met1.png
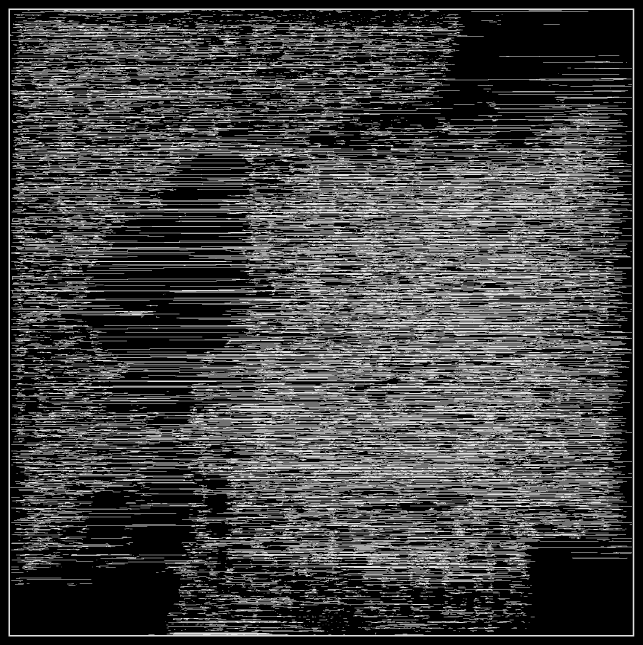
met2.png
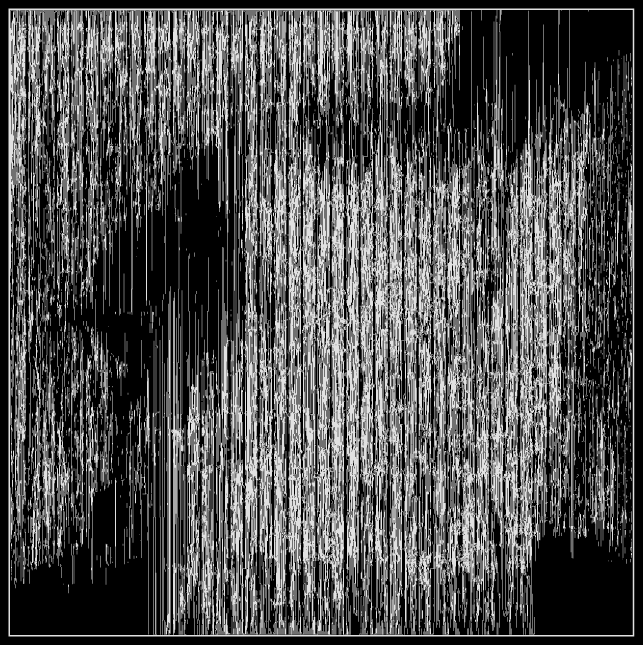
$ cat config.mk
export PLATFORM = sky130hd
export DESIGN_NAME = write_network
export DESIGN_NICKNAME = d
export VERILOG_FILES = /design/src/rtl/write_network.sv
export SDC_FILE = /design/constraint.sdc
export NUM_CORES = 2
export LEC_CHECK = 0
export CAP_MARGIN = 20
export CORE_AREA = 2 2 582 584
export CTS_CLUSTER_SIZE = 30
export DETAILED_ROUTE_END_ITERATION = 12
export DIE_AREA = 0 0 584 586
export PLACE_DENSITY_LB_ADDON = 0.2
export SYNTH_ARGS = -nofsm -noshare
export SYNTH_HDL_FRONTEND = slang
export SYNTH_SLANG_ARGS = --single-unit
$ cat constraint.sdc
create_clock -name clk -period 5.2 [get_ports clk]
set_input_delay 0.78 -clock clk [delete_from_list [all_inputs] [get_ports clk]]
set_output_delay 0.78 -clock clk [all_outputs]
set_load 0.01 [all_outputs]
$ cat src/rtl/write_network.sv
// Write-back stage of the layered LDPC decoder: un-rotates one layer's APP blocks into the APP memory.
// Optional duplicate/out-of-range destination checker enabled by defining WRITE_DUPCHK_EN.
module write_network #(
    parameter int Z  = 4,
    parameter int Q  = 6,
    parameter int DC = 6,
    parameter int NB = 52
) (
    input  logic                                 clk,
    input  logic                                 rst,
    input  logic                                 load_en,
    input  logic [$clog2(NB)-1:0]                load_idx,
    input  logic [Z-1:0][Q-1:0]                  load_data,
    input  logic                                 in_valid,
    output logic                                 in_ready,
    input  logic [$clog2(DC+1)-1:0]              layer_deg,
    input  logic [DC-1:0][$clog2(NB)-1:0]        col_indices,
    input  logic [DC-1:0][$clog2(Z)-1:0]         shift_values,
    input  logic [DC-1:0][Z-1:0][Q-1:0]          app_in,
    output logic [NB-1:0][Z-1:0][Q-1:0]          app_mem,
    output logic                                 busy,
    output logic                                 done,
    output logic                                 err
);

    localparam int IW = $clog2(NB);
    localparam int DW = $clog2(DC + 1);
    localparam int SW = $clog2(Z);
    localparam logic [IW:0] NB_W = (IW + 1)'(NB);

    typedef enum logic [1:0] {IDLE, WRITE, DONE} state_t;

    state_t                        state;
    logic [DW-1:0]                 deg_q;
    logic [DW-1:0]                 k;
    logic [DC-1:0][IW-1:0]         col_q;
    logic [DC-1:0][SW-1:0]         shift_q;
    logic [DC-1:0][Z-1:0][Q-1:0]   app_q;

    logic [DW-1:0] deg_c;
    logic          load_ok;
    logic          col_ok;

    // Handshake: a layer is taken on any edge where in_valid && in_ready; in_ready is high only in IDLE.
    assign deg_c   = (layer_deg > DW'(DC)) ? DW'(DC) : layer_deg;
    assign load_ok = ({1'b0, load_idx} < NB_W);
    assign col_ok  = ({1'b0, col_q[k]} < NB_W);

    always_ff @(posedge clk) begin
        if (rst) begin
            state    <= IDLE;
            in_ready <= 1'b1;
            busy     <= 1'b0;
            done     <= 1'b0;
            k        <= '0;
            deg_q    <= '0;
            col_q    <= '0;
            shift_q  <= '0;
            app_q    <= '0;
            app_mem  <= '0;
        end else begin
            case (state)
                IDLE: begin
                    done <= 1'b0;
                    if (load_en && load_ok) begin
                        app_mem[load_idx] <= load_data;
                    end
                    if (in_valid && in_ready) begin
                        deg_q    <= deg_c;
                        col_q    <= col_indices;
                        shift_q  <= shift_values;
                        app_q    <= app_in;
                        k        <= '0;
                        in_ready <= 1'b0;
                        if (deg_c == '0) begin
                            state <= DONE;
                            done  <= 1'b1;
                        end else begin
                            state <= WRITE;
                            busy  <= 1'b1;
                        end
                    end
                end
                WRITE: begin
                    // Inverse of the read-side rotation out[j] = in[(j+s) mod Z].
                    if (col_ok) begin
                        for (int j = 0; j < Z; j++) begin
                            app_mem[col_q[k]][SW'((j + int'(shift_q[k])) % Z)] <= app_q[k][j];
                        end
                    end
                    k <= k + DW'(1);
                    if (k == deg_q - DW'(1)) begin
                        state <= DONE;
                        busy  <= 1'b0;
                        done  <= 1'b1;
                    end
                end
                DONE: begin
                    done     <= 1'b0;
                    in_ready <= 1'b1;
                    state    <= IDLE;
                end
                default: begin
                    state    <= IDLE;
                    in_ready <= 1'b1;
                    busy     <= 1'b0;
                    done     <= 1'b0;
                end
            endcase
        end
    end

`ifdef WRITE_DUPCHK_EN
    logic dup;

    always_comb begin
        dup = 1'b0;
        for (int i = 0; i < DC; i++) begin
            if (DW'(i) < deg_c) begin
                if ({1'b0, col_indices[i]} >= NB_W) begin
                    dup = 1'b1;
                end
                for (int m = 0; m < i; m++) begin
                    if (col_indices[m] == col_indices[i]) begin
                        dup = 1'b1;
                    end
                end
            end
        end
    end

    always_ff @(posedge clk) begin
        if (rst) begin
            err <= 1'b0;
        end else if (state == IDLE && in_valid && in_ready && dup) begin
            err <= 1'b1;
        end
    end
`else
    assign err = 1'b0;
`endif

endmodule

==> highlights.md <==
* **die outline area** 0.3422 sq mm
* **#FFs+latches synth** 1451
* **number of nets in the synthesized netlist** 9458
* **total count of hold-check failures in the final report** 0
* **Final Wtd Congestion** 1.059
* **Register Area** 0.02906 sq mm
* **count of library flops with an enable pin** 0
* **first-pass iteration count of the detailed router** 9
* **Clock Path Buffers** 4
* **max capacitance violation total** 0
* **worst hold slack after final layout** 0.3250 ns
* **result of the run** finished with violations
* **post-route met1 wirelength** 247300 microns
* **via count of the first global-routing pass** 81.65k
* **global-route usage over all layers** 35.36%
* **remaining max-slew budget at the tightest pin** -1.708%
* **H-tree depth** 4
* **Vias/cell** 5.747
* **RSZ-0062 raised after global routing** no
* **number of max-slew violations in the final report** 2
* **fraction of final layout cells with drive strength greater than 1** 12.90%
* **Setup CP Type** reg -> reg
* **minimum setup slack in the final design** 0.06276 ns
* **data required time of the critical path** 6.03 ns
* **simple-gate share of the synthesized area** 20.23%
* **TritonCTS clock tree** yes
* **CP Capture Type** flip-flop
* **remaining design rule violation count** 0
* **ratio of final minimum period to clock period** 98.79%
* **transition time of the tightest slew-check pin** 1.526 ns
* **Final Total Pwr** 33.82 mW
* **violations in the final reports** slew limit
* **sequential-to-total area share from yosys stat** 41.55%
* **yosys adder share** 0.1074%
Back to the opening pictures, met1.png:
main direction: horizontal
longest straight run: 229 microns
wire length on this layer: 247 mm
post-detailed-routing wire length: 636200 microns
global-route track usage on met1: 42.64%
vias after detailed routing: 88.16k

Back to the opening pictures, met2.png:
share of all routed wire: 42%
wire length on this layer: 270 mm
longest straight run: 326 microns
met2 usage in global routing: 53.12%

[layout make-up]
class                           count  area share [%]
Multi-Input combinational cell   6809           37.44
Antenna cell                       50          0.1253
Clock inverter                     81           1.074
Clock buffer                      248           5.182
Timing Repair Buffer             2276           21.48
Inverter                           17         0.06892
Tap cell                         4407           5.522
Sequential cell                  1451           29.10
[flip-flops by register name, summed over array words and instances, names as in the netlist, 2 cells and up]
| name | count |
|---|---|
| app_mem | 1248 |
| app_q | 144 |
| col_q | 36 |
| shift_q | 12 |
| deg_q | 3 |
| k | 3 |
| state | 2 |
[final timing paths]
check / slack (ns) / to / cells after the start / start
worst max-delay path: 0.06 / app_mem[654] / 11 / k[0]
worst min-delay path: 0.33 / app_mem[954] / 3 / load_data[18]
worst max register to register: 0.06 / app_mem[654] / 11 / k[0]
worst min register to register: 0.45 / app_mem[383] / 2 / app_mem[383]
[critical path, stage by stage (launching register included)]
cell and delay [ns]:
sky130_fd_sc_hd__dfxtp_4 0.40, sky130_fd_sc_hd__mux4_2 0.56, sky130_fd_sc_hd__a21o_1 0.28, sky130_fd_sc_hd__inv_1 0.12
sky130_fd_sc_hd__ha_1 0.45, sky130_fd_sc_hd__buf_4 0.36, sky130_fd_sc_hd__nor2_1 0.13, sky130_fd_sc_hd__a21o_1 0.22
sky130_fd_sc_hd__a22oi_1 0.99, sky130_fd_sc_hd__o22ai_1 0.56, sky130_fd_sc_hd__a222oi_1 0.81, sky130_fd_sc_hd__a211oi_1 0.17
[what timing repair did]
item | in CTS | in global routing
pin swaps | 0 | 1
endpoints found under the setup margin | 1 | 2
hold buffers | 0 | 0
cloned | 0 | 0
buffers inserted | 0 | 3
resized | 1 | 1
[where the power goes]
group	internal [mW]	switching [mW]
Sequential	11.7	0.622
Clock	7.83	5.84
Combinational	2.26	5.58
Power and IR drop assume default switching activity.
